**src/rtl/imem_loader_pkg.sv**
```systemverilog
// Shared types and constants for the boot-time instruction-memory loader.
// Contents: loader FSM state type, byte/word/length widths, default
// base address and maximum accepted word count.
package imem_loader_pkg;

    localparam int BYTE_W = 8;
    localparam int WORD_W = 32;
    localparam int LEN_W  = 16;

    localparam logic [WORD_W-1:0] DEF_BASE_ADDR = 32'h0000_0000;
    localparam int unsigned       DEF_MAX_WORDS = 1024;

    typedef enum logic [2:0] {
        LEN0,
        LEN1,
        DATA,
        CSUM,
        DONE,
        ERR
    } state_t;

endpackage

```
**src/rtl/imem_word_assembler.sv**
```systemverilog
// Little-endian word assembler: collects four accepted bytes (LSB first)
// into a 32-bit word.
// Ports:
//   clk, rst        clock, synchronous active-high reset
//   byte_en         a payload byte is accepted this cycle
//   byte_in         the payload byte
//   word            assembled word; valid while word_valid is high
//   word_valid      high in the cycle the 4th byte of a word is accepted
module imem_word_assembler
    import imem_loader_pkg::*;
(
    input  logic              clk,
    input  logic              rst,
    input  logic              byte_en,
    input  logic [BYTE_W-1:0] byte_in,
    output logic [WORD_W-1:0] word,
    output logic              word_valid
);

    logic [1:0]               cnt;
    // Only the first three bytes need storage; the fourth is taken live.
    logic [WORD_W-BYTE_W-1:0] shreg;

    always_ff @(posedge clk) begin
        if (rst) begin
            cnt   <= 2'd0;
            shreg <= '0;
        end else if (byte_en) begin
            cnt   <= cnt + 2'd1;
            shreg <= {byte_in, shreg[WORD_W-BYTE_W-1:BYTE_W]};
        end
    end

    assign word       = {byte_in, shreg};
    assign word_valid = byte_en && (cnt == 2'd3);

endmodule

```
**src/rtl/imem_loader.sv**
```systemverilog
// Boot-time program loader. Receives a length-prefixed, XOR-checksummed
// byte frame, writes each little-endian word to instruction memory and
// keeps the core held until the image is loaded and verified.
// Ports:
//   clk, rst                 clock, synchronous active-high reset
//   in_valid/in_data/in_ready  byte stream handshake
//   imem_we/addr/wdata       registered one-cycle instruction-memory write
//   core_hold                core held in reset while high
//   done / error             sticky frame-accepted / frame-rejected status
//
// state | meaning
// LEN0  | waiting for word-count low byte
// LEN1  | waiting for word-count high byte
// DATA  | receiving payload words
// CSUM  | waiting for checksum byte
// DONE  | image loaded and verified (terminal)
// ERR   | frame rejected (terminal)
module imem_loader
    import imem_loader_pkg::*;
#(
    parameter logic [WORD_W-1:0] BASE_ADDR = DEF_BASE_ADDR,
    parameter int unsigned       MAX_WORDS = DEF_MAX_WORDS
) (
    input  logic              clk,
    input  logic              rst,
    input  logic              in_valid,
    input  logic [BYTE_W-1:0] in_data,
    output logic              in_ready,
    output logic              imem_we,
    output logic [WORD_W-1:0] imem_addr,
    output logic [WORD_W-1:0] imem_wdata,
    output logic              core_hold,
    output logic              done,
    output logic              error
);

    state_t            state, state_nx;
    logic              accept;
    logic [BYTE_W-1:0] len_lo;
    logic [BYTE_W-1:0] xacc;
    logic [LEN_W-1:0]  len_full;
    logic [LEN_W-1:0]  n_words;
    logic [LEN_W-1:0]  wcnt;
    logic              last_word;
    logic [WORD_W-1:0] asm_word;
    logic              asm_valid;

    assign in_ready  = !rst && (state inside {LEN0, LEN1, DATA, CSUM});
    assign accept    = in_valid && in_ready;
    assign len_full  = {in_data, len_lo};
    assign last_word = ((wcnt + 16'd1) == n_words);

    imem_word_assembler u_asm (
        .clk        (clk),
        .rst        (rst),
        .byte_en    (accept && (state == DATA)),
        .byte_in    (in_data),
        .word       (asm_word),
        .word_valid (asm_valid)
    );

    always_ff @(posedge clk) begin
        if (rst) begin
            state <= LEN0;
        end else begin
            state <= state_nx;
        end
    end

    always_comb begin
        state_nx = state;
        case (state)
            LEN0: begin
                if (accept) begin
                    state_nx = LEN1;
                end
            end
            LEN1: begin
                if (accept) begin
                    if (32'(len_full) > MAX_WORDS) begin
                        state_nx = ERR;
                    end else if (len_full == '0) begin
                        state_nx = CSUM;
                    end else begin
                        state_nx = DATA;
                    end
                end
            end
            DATA: begin
                // asm_valid already implies a byte was accepted
                if (asm_valid && last_word) begin
                    state_nx = CSUM;
                end
            end
            CSUM: begin
                if (accept) begin
                    state_nx = (in_data == xacc) ? DONE : ERR;
                end
            end
            default: begin
                state_nx = state;
            end
        endcase
    end

    always_ff @(posedge clk) begin
        if (rst) begin
            len_lo     <= '0;
            n_words    <= '0;
            wcnt       <= '0;
            xacc       <= '0;
            imem_we    <= 1'b0;
            imem_addr  <= BASE_ADDR;
            imem_wdata <= '0;
        end else begin
            imem_we <= asm_valid;
            // Checksum covers the length bytes and the payload, not itself
            if (accept && (state inside {LEN0, LEN1, DATA})) begin
                xacc <= xacc ^ in_data;
            end
            if (accept && (state == LEN0)) begin
                len_lo <= in_data;
            end
            if (accept && (state == LEN1)) begin
                n_words <= len_full;
            end
            if (asm_valid) begin
                imem_addr  <= BASE_ADDR + {{(WORD_W-LEN_W-2){1'b0}}, wcnt, 2'b00};
                imem_wdata <= asm_word;
                wcnt       <= wcnt + 16'd1;
            end
        end
    end

    assign done      = !rst && (state == DONE);
    assign error     = !rst && (state == ERR);
    assign core_hold = rst || (state != DONE);

endmodule
```
**config.mk**
```make
export PLATFORM = sky130hd
export DESIGN_NAME = imem_loader
export DESIGN_NICKNAME = d
export VERILOG_FILES = /design/src/rtl/imem_loader_pkg.sv /design/src/rtl/imem_word_assembler.sv /design/src/rtl/imem_loader.sv
export SDC_FILE = /design/constraint.sdc
export NUM_CORES = 1
export LEC_CHECK = 0
export CELL_PAD_IN_SITES_DETAIL_PLACEMENT = 0
export CELL_PAD_IN_SITES_GLOBAL_PLACEMENT = 1
export CORE_MARGIN = 4
export CORE_UTILIZATION = 45
export DETAILED_ROUTE_END_ITERATION = 6
export GPL_TIMING_DRIVEN = 0
export PLACE_DENSITY_LB_ADDON = 0.1
export SETUP_SLACK_MARGIN = 0.2
export SYNTH_ARGS = -nofsm -noshare
export SYNTH_HDL_FRONTEND = slang
export SYNTH_HIERARCHICAL = 1
export SYNTH_SLANG_ARGS = --single-unit
```
**constraint.sdc**
```tcl
create_clock -name clk -period 9.1 [get_ports clk]
set_clock_uncertainty 0.15 [all_clocks]
set_input_delay 2.275 -clock clk [delete_from_list [all_inputs] [get_ports clk]]
set_output_delay 2.275 -clock clk [all_outputs]
set_load 0.005 [all_outputs]
```
run_1/flops_by_reg.png
Scale bar: 20 um. Other sequential cells in the stronger gray, the rest of the logic in the fainter gray.
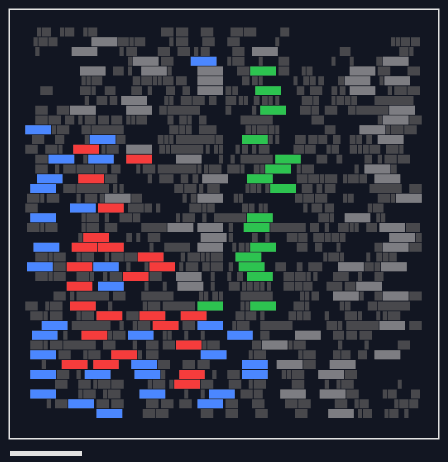
[red] u_asm/shreg | sequential cells: 24
[blue] imem_wdata | sequential cells: 32
[green] n_words | sequential cells: 16
Sequential Area: 2522 um^2
fraction of area in registers: 0.3580
sequential power: 562 uW
final core utilization: 0.5866

run_1/io_fan.png
Scale bar: 20 um.
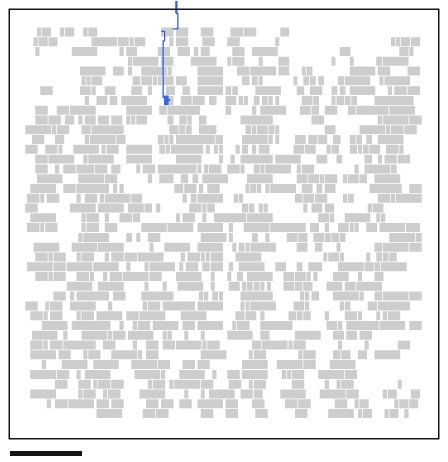
[blue] in_ready | bits: 1 | direction: output | edge: north | end cells: 1 | buffers: 1 | wire: 28.2 um
Buffers on Ports: 63
Boundary Pins: 80

==> impl_metrics.tcl, run 1 <==
# yosys + openroad results
set metrics [dict create \
    cts_hold_buf 0 \
    finalCriticalPeriod_ns 6.276 \
    clkPwrFrac 0.534 \
    fin_crit_sh 0.6897 \
    diodes 0 \
    nonClkBufAreaFrac 0.1467 \
    p_clk_uw 714 \
    antenna_found_initial 0 \
    die_h_um 119.0 \
    maxCapViolations 0 \
    lay_top_cells "126 x dfxtp_1, 113 x nor2_1, 85 x mux2i_1" \
    dp_hpwl_mm 9.282 \
    ir_drop_v 0.0001150 \
    finalHoldViolCount 0 \
    holdCritPathClass "reg -> reg" \
    fp_util 0.4614 \
    grt_pass1_vias 4334 \
    async_flop_share 0 \
    rsz0062_at_grt "false" \
    slowest_delay_ns 0.49 \
    yosysTopAreaCell "dfxtp_1" \
    rr_startpoint "state[2]" \
    cp_common_cell "clkdlybuf4s50_1" \
    status "completed" \
    edf_count 0 \
    post_cts_resized 0 \
    largest_reg_flops 32 \
    cts-root-buf "clkbuf_16" \
    setup_tns_ns 0 \
    netSwitchingFraction 0.2139 \
    comb_share 0.3777 \
    ys_warn_count 6 \
    coreArea_um2 12010 \
    timing.rr.end "state[1]" \
    crit_family "buffers and inverters" \
    comb_area_um2 2661 \
    layout_top_cell "dfxtp_1" \
    synthCells 601 \
    drive_gt1_frac 0.1097 \
    die_w_um 119.0 \
    met2WireLength_mm 6.570 \
    numCtsBuffers 17 \
    clock-sinks 126 \
    wl_met1_mm 5.796 \
    seq_cell_count 126 \
    setup_violations 0 \
    ys_area_um2 5542 \
    top_regs "imem_wdata: 32 flops, u_asm/shreg: 24 flops" \
    syn2layout_area_growth_pct 27.14 \
    clockNetworkAreaShare 0.08986 \
    n_clock_buffer 20 \
    cp_data_arrival_time_ns 3.85 \
    cts_setup_buffers 0 \
    dieArea_um2 14150 \
    grt_pass1_wl_mm 21.76 \
    min_path_cells 2 \
    top_register "imem_wdata" \
    logic_family "simple AND/OR/NAND/NOR gates" \
    topCellsByArea "dfxtp_1 46%, mux2i_1 15%, nor2_1 7.7%" \
    critPathMaxFanout 4 \
    signal_buffers 127 \
    seqPwrFrac 0.421 \
    path_class "in -> out" \
    common_cells "126 x dfxtp_1, 113 x nor2_1, 85 x mux2i_1" \
    tightestPinTransition_ns 0.9292 \
    ys_ff 126 \
    clk_latency_ns 0.41 \
    ys_cells 601 \
    synthAdderAreaFrac 0.004516 \
    cp_cell_sequence "clkdlybuf4s50_1 > nand2b_1 > or3_1 > inv_1 > clkdlybuf4s50_1" \
    synth-seq-area-share 0.4552 \
    nMultiInputCombCells 423 \
    clk_pin_slew_ns 0.05 \
    fin_nets 711 \
]
run_1/wires.png
Only two layers are drawn.
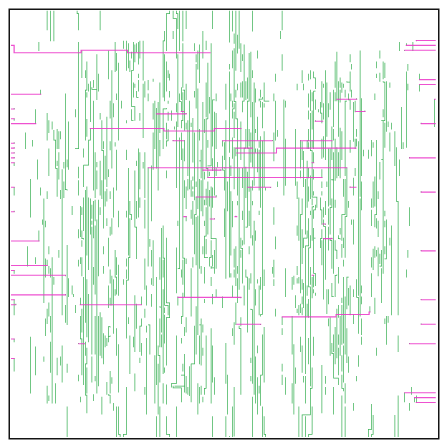
[magenta] metal 3 | wire length: 522 um
[green] metal 2 | wire length: 6570 um
routed vias: 4286
Total Wirelength: 13.10 mm
routed len/inst: 15.27 um
Tot GR Track Use: 0.1941

run_1/congestion.png
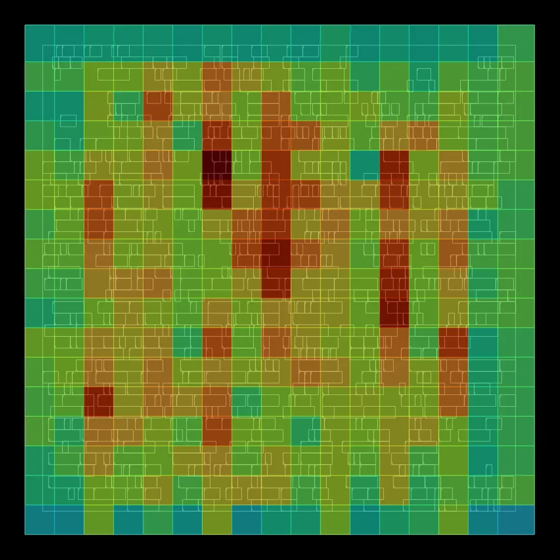
met1 usage: 0.2311
met3 Track Usage GR: 0.05176
most used routing layer in global routing: met2
M2 GR Usage: 0.3378

==> run 1: worst max-delay path by stage <==
stage	from	endpoint	slack, ns	cells after the start
after floorplan	rst	done	3.85	3
after global placement	rst	done	2.84	5
after detailed placement	rst	done	2.83	5
after CTS	rst	done	2.82	5
after global routing	rst	done	2.75	5
final	rst	done	2.82	5
==> run 1: through the flow <==
step                hold WS (ns)  area (um^2)  utilization  std cells  power (uW)
floorplan                 0.2938         5598            -        616       611.8
global placement          0.3060         6412       0.5339        826       632.9
detailed placement        0.3127         6412       0.5339        826       633.8
CTS                       0.3198         7046       0.5866        858        1346
global route              0.3383         7046       0.5866        858        1375
finish                    0.3144         7046       0.5866        858        1336
run_1/layer_met1.png
Scale bar: 20 um. Supply wires on this layer in gray. Cells faint in the background.
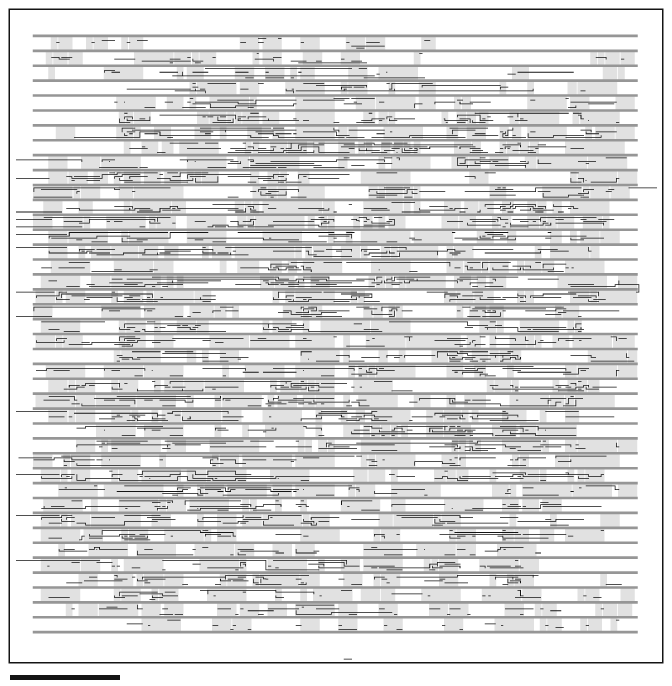

==> run 2: changes to the inputs <==
--- a/config.mk
+++ b/config.mk
@@ -8,7 +8,7 @@
 export CELL_PAD_IN_SITES_DETAIL_PLACEMENT = 0
 export CELL_PAD_IN_SITES_GLOBAL_PLACEMENT = 1
 export CORE_MARGIN = 4
-export CORE_UTILIZATION = 45
+export CORE_UTILIZATION = 41
 export DETAILED_ROUTE_END_ITERATION = 6
 export GPL_TIMING_DRIVEN = 0
 export PLACE_DENSITY_LB_ADDON = 0.1
==> constraint.sdc (replaced) <==
create_clock -name clk -period 5.9 [get_ports clk]
set_clock_uncertainty 0.15 [all_clocks]
set_input_delay 1.475 -clock clk [delete_from_list [all_inputs] [get_ports clk]]
set_output_delay 1.475 -clock clk [all_outputs]
set_load 0.005 [all_outputs]
run_2/layer_met1.png
Scale bar: 20 um. Supply wires on this layer in gray. Cells faint in the background.
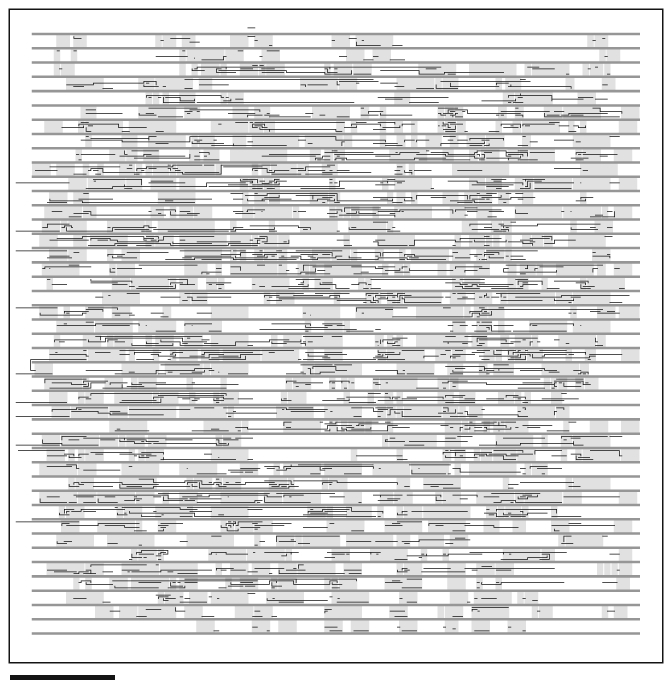
nets with wire on the layer: 663
longest straight run: 46.5 um
wire length on this layer: 6120 um
share of all routed wire: 45%
routed vias: 4285
Total Wirelength: 13.55 mm
met1 usage: 0.2110

run_2/io_fan.png
Scale bar: 20 um.
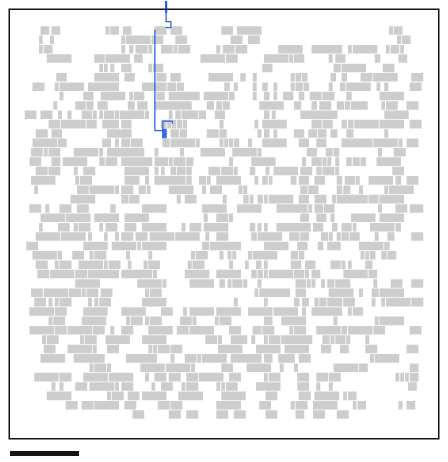
[blue] in_ready | bits: 1 | direction: output | edge: north | end cells: 1 | buffers: 1 | wire: 45.4 um

==> run 2 against run 1 <==
Area after synthesis stayed put. Critical endpoint is now state[1]. First-iteration DRC count is 18% lower. Sequential cell count stayed put.
==> impl_metrics.tcl, run 2 <==
# yosys + openroad results
set metrics [dict create \
    seq_power_uw 868 \
    cp_data_arrival_time_ns 4.91 \
    logic_family "simple AND/OR/NAND/NOR gates" \
    met3_usage 0.04503 \
    instances_no_fill 885 \
    netSwitchingFraction 0.2095 \
    required_ns 6.02 \
    warnings 26 \
    startpoint_type "primary input" \
    combPwrFrac 0.046 \
    die_h_um 124.3 \
    holdCritPathClass "reg -> reg" \
    drtIter0Drc 214 \
    leakagePower_uw 0.002516 \
    tightestPinTransition_ns 0.9367 \
    layout_top_cell "dfxtp_1" \
    vias_per_cell 4.842 \
    cp_slowest_cell "or4b_2" \
    final-seq-area_um2 2522 \
    routabilityCongestion 0.7704 \
    synthAdderAreaFrac 0.004516 \
    synthCells 601 \
    numCtsBuffers 17 \
    worst-path-buf-inv 4 \
    p_int_uw 1602 \
    pwr_density_cell_nw_per_um2 287.6 \
    edf_count 0 \
    maxCapViolations 0 \
    dieArea_um2 15440 \
    path_class "in -> reg" \
    drc 0 \
    post_synth_num_cell_types 50 \
    ys_area_um2 5542 \
    fin_crit_sh 0.8127 \
    die_w_um 124.3 \
    fp_util 0.4185 \
    finalHoldViolCount 0 \
    synthAoiAreaFrac 0.05464 \
    finalCriticalPeriod_ns 4.795 \
    fin_nets 711 \
    routed.top_layer "met4" \
    post-place-ws_ns 0.6956 \
    topCellsByArea "dfxtp_1 46%, mux2i_1 15%, nor2_1 7.7%" \
    synthXorXnorAreaFrac 0.07293 \
    slowest_delay_ns 0.66 \
    setup_tns_ns 0 \
    drtPass1Iterations 5 \
    top_regs "imem_wdata: 32 flops, u_asm/shreg: 24 flops" \
    row_count 42 \
    pg_comb_uw 92.3 \
    setup_violations 0 \
    p_sw_uw 424.7 \
    fillCellCount 1278 \
    drive_gt1_frac 0.1058 \
    clkPwrFrac 0.526 \
    diodes 0 \
    mux_share 0.1535 \
    dp_cells 855 \
    critPathMaxFanout 10 \
    cp_common_cell "nor2_1" \
    maxPowerGroup "clock" \
    route.met3.wl_um 557 \
    largest_reg_flops 32 \
    cts-root-buf "clkbuf_16" \
    postSynthAreaPerCell_um2 9.221 \
    yosysTopAreaCell "dfxtp_1" \
    end_kind "flop" \
    wl_met1_mm 6.119 \
    comb_area_um2 2661 \
    antenna_found_initial 0 \
    coreArea_um2 13240 \
    met2WireLength_mm 6.516 \
    seqPwrFrac 0.428 \
    rsz0062_at_grt "false" \
    ir_drop_v 0.0001860 \
    gr-usage-met2 0.3009 \
    design_area_um2 7048 \
    synth-seq-area-share 0.4552 \
    async_flop_share 0 \
    numPortBuffers 63 \
    p_clk_uw 1070 \
    clk_pin_slew_ns 0.05 \
    grt_pass1_wl_mm 21.87 \
    status "completed" \
    fin_ws_ns 1.105 \
    timing.hold.ws_ns 0.3164 \
    grt_start_max_net_pins 17 \
    cts_hold_buf 0 \
    power_uw 2027 \
    cts_tree "built" \
    common_cells "126 x dfxtp_1, 113 x nor2_1, 85 x mux2i_1" \
    lay_top_cells "126 x dfxtp_1, 113 x nor2_1, 85 x mux2i_1" \
    clk_latency_ns 0.41 \
    cts_buffer_depth 2 \
    dp_hpwl_mm 9.591 \
    ant_nets 0 \
    flop_cell "dfxtp_1" \
    netlist.area_leader.share 0.4552 \
    top_register "imem_wdata" \
    grt_overflow 0 \
    ys_ff 126 \
    grt-busiest-layer "met2" \
    ys_warn_count 6 \
    slew_violations 0 \
    ys_cells 601 \
    syn2layout_area_growth_pct 27.18 \
    cp_cell_sequence "clkdlybuf4s50_1 > nor2_1 > nand2_1 > nor2_1 > buf_6 > buf_12 > and2_1 > clkbuf_1 > or4b_2 > a41oi_1 > nand4_1 > o311ai_0 > a31oi_1" \
    htree_levels 4 \
    cts_setup_buffers 0 \
    synth_area_um2 5542 \
    slew_headroom 0.3755 \
    fmax_mhz 208.6 \
    most_common_cell "dfxtp_1" \
    io_pins 80 \
    simple_gate_share 0.1838 \
    grt_pass1_vias 4246 \
    dpl_cell_area_um2 6449 \
    postLayoutCoreUtil 0.5322 \
    clock-sinks 126 \
    crit_family "simple AND/OR/NAND/NOR gates" \
    post_cts_resized 0 \
]
run_2/wires.png
Only two layers are drawn.
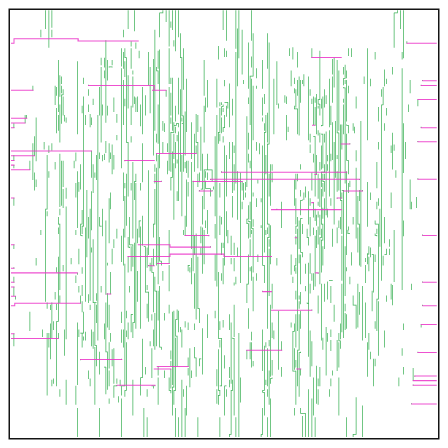
Tot GR Track Use: 0.1771
routed len/inst: 15.32 um

run 2: cell counts after synthesis:
No cell type changed its count.
run 2: path summary, 6_finish.rpt:
kind               start          end  slack (ns)  depth (start not counted)
max                  rst     state[1]        1.11                         13
min          n_words[14]  n_words[14]        0.32                          2
max reg2reg     state[2]     state[1]        2.32                         12
min reg2reg  n_words[14]  n_words[14]        0.32                          2
run 2: area by class of cell:
type / count / share of cell area
repair buffers: 63 / 0.08947
clock inverters: 6 / 0.01527
well taps: 176 / 0.03124
clock buffers: 24 / 0.06977
inverters: 3 / 0.001598
flip-flops and latches: 126 / 0.3579
plain buffers: 64 / 0.05716
multi-input cells: 423 / 0.3776
run_2/congestion.png
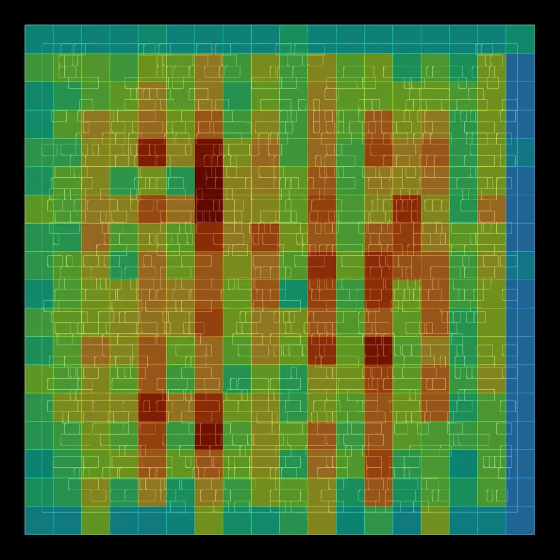

==> run 3: changes to the inputs <==
--- a/config.mk
+++ b/config.mk
@@ -8,7 +8,7 @@
 export CELL_PAD_IN_SITES_DETAIL_PLACEMENT = 0
 export CELL_PAD_IN_SITES_GLOBAL_PLACEMENT = 1
 export CORE_MARGIN = 4
-export CORE_UTILIZATION = 41
+export CORE_UTILIZATION = 37
 export DETAILED_ROUTE_END_ITERATION = 6
 export GPL_TIMING_DRIVEN = 0
 export PLACE_DENSITY_LB_ADDON = 0.1
==> constraint.sdc (replaced) <==
create_clock -name clk -period 4.1 [get_ports clk]
set_clock_uncertainty 0.15 [all_clocks]
set_input_delay 1.025 -clock clk [delete_from_list [all_inputs] [get_ports clk]]
set_output_delay 1.025 -clock clk [all_outputs]
set_load 0.005 [all_outputs]
run_3/congestion.png
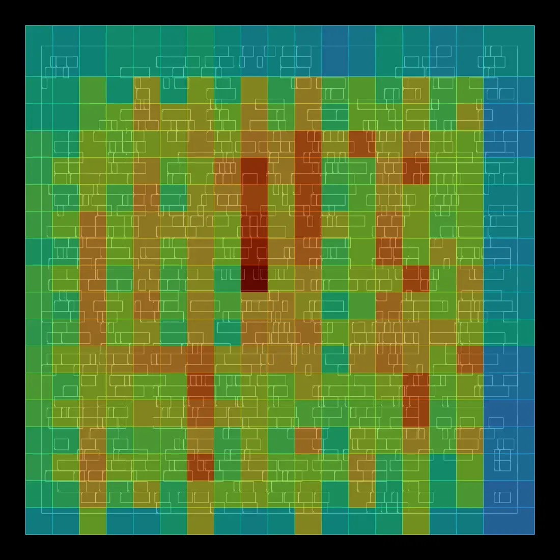
met1 usage: 0.2142
M2 GR Usage: 0.2852
routed len/inst: 15.24 um
Tot GR Track Use: 0.1702

run_3/wires.png
Only two layers are drawn.
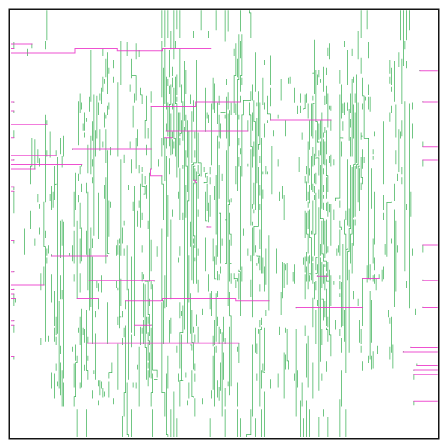
[green] metal 2 | wire length: 6770 um
[magenta] metal 3 | wire length: 495 um
Total Wirelength: 13.67 mm
routed vias: 4274

==> run 3 against run 2 <==
Utilization fell by 4.7 points. Largest cell class unchanged. Register-to-register slack got worse by 1.3 ns. Critical path depth fell by 1. Area after synthesis did not move. Largest power group unchanged. Critical path type unchanged. Highest routed layer unchanged.
==> impl_metrics.tcl, run 3 <==
# yosys + openroad results
set metrics [dict create \
    status "completed" \
    flop_cell "dfxtp_1" \
    netlist.area_leader.share 0.4552 \
    cts_setup_buffers 2 \
    io_pins 80 \
    ant_nets 0 \
    lay_top_cells "126 x dfxtp_1, 111 x nor2_1, 85 x mux2i_1" \
    startpoint_type "primary input" \
    die_w_um 130.4 \
    nonClkBufAreaFrac 0.1483 \
    postLayoutCoreUtil 0.4857 \
    signal_buffers 129 \
    fp_util 0.3798 \
    antenna_found_initial 0 \
    cp_data_arrival_time_ns 3.93 \
    ys_warn_count 6 \
    fmax_mhz 267.9 \
    slew_violations 0 \
    power_uw 2896 \
    post_synth_num_cell_types 50 \
    dominant-cell-class "logic gates" \
    routabilityCongestion 0.7719 \
    inv_count 3 \
    post_cts_resized 6 \
    setup_tns_ns 0 \
    fin_crit_sh 0.9103 \
    clk_pin_slew_ns 0.06 \
    fillCellCount 1399 \
    ys_area_um2 5542 \
    yosysTopAreaCell "dfxtp_1" \
    cts-root-buf "clkbuf_16" \
    crit_start "in_valid" \
    drtIter0Drc 254 \
    top_register "imem_wdata" \
    topCellsByArea "dfxtp_1 46%, mux2i_1 15%, nor2_1 7.7%" \
    cp_slowest_cell "or4b_2" \
    worstHoldStart "n_words[1]" \
    warnings 26 \
    clockNetworkAreaShare 0.08494 \
    nMultiInputCombCells 423 \
    async_flop_share 0 \
    sh_seq_area 0.3560 \
    drtPass1Iterations 4 \
    seq_cell_count 126 \
    most_common_cell "dfxtp_1" \
    timing.hold.ws_ns 0.3239 \
    dp_hpwl_mm 9.839 \
    diodes 0 \
    post-place-ws_ns -0.6753 \
    cp_cell_sequence "clkdlybuf4s50_1 > nand2_2 > nor2_2 > buf_6 > buf_12 > and2_1 > buf_4 > or4b_2 > a41oi_1 > nand4_1 > or3_1 > a21oi_1" \
    final-seq-area_um2 2522 \
    top_regs "imem_wdata: 32 flops, u_asm/shreg: 24 flops" \
    cts_tree "built" \
    common_cells "126 x dfxtp_1, 113 x nor2_1, 85 x mux2i_1" \
    cts_buffer_depth 2 \
    n_clock_buffer 21 \
    maxCapViolations 0 \
    synth_area_um2 5542 \
    drive_gt1_frac 0.1192 \
    layout_top_cell "dfxtp_1" \
    die_h_um 130.4 \
    coreArea_um2 14590 \
    holdCritPathClass "reg -> reg" \
    instances_no_fill 897 \
    fin_ws_ns 0.3678 \
    ys_cells 601 \
    synthCells 601 \
    ys_ff 126 \
    grt_overflow 0 \
    row_count 44 \
    drc 0 \
    postSynthAreaPerCell_um2 9.221 \
    grt_pass1_wl_mm 22.14 \
    simple_gate_share 0.1838 \
    synthAdderAreaFrac 0.004516 \
    crit_family "simple AND/OR/NAND/NOR gates" \
    tap_cells 184 \
    path_class "in -> reg" \
    comb_share 0.3767 \
    syn2layout_area_growth_pct 27.86 \
    finalHoldViolCount 0 \
    cts_hold_buf 0 \
]
run_3/layer_met1.png
Scale bar: 50 um. Supply wires on this layer in gray. Cells faint in the background.
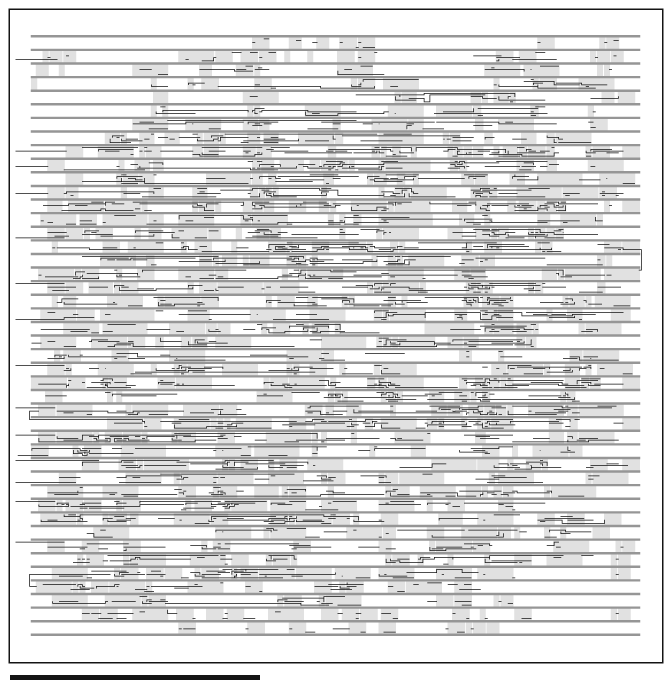
share of all routed wire: 46%
longest straight run: 48.8 um
wire length on this layer: 6350 um
main direction: horizontal

-- run 3: cell counts after synthesis --
Identical to the previous run, type by type.
-- run 3: final timing paths --
check	end	slack (ns)	cells past startpoint
max	state[0]	0.37	12
min	n_words[1]	0.32	2
max reg2reg	state[0]	1.05	12
min reg2reg	n_words[1]	0.32	2
-- run 3: report_power, final --
group          internal, uW  switching (uW)  leakage (uW)
clock                   948             565      0.000286
sequential             1240            10.8       0.00102
combinational          56.7            77.2       0.00122
total                  2240             653       0.00253
-- run 3: routing by layer --
layer  vias to the layer above  global-route usage  wire [um]
li1                       2184                   -          -
met5                         -                   0          0
met2                        71              0.2852       6766
met1                      2017              0.2142       6353
met3                         2             0.05081        495
met4                         0             0.04719         54
Power is estimated from default activity; no workload was simulated.
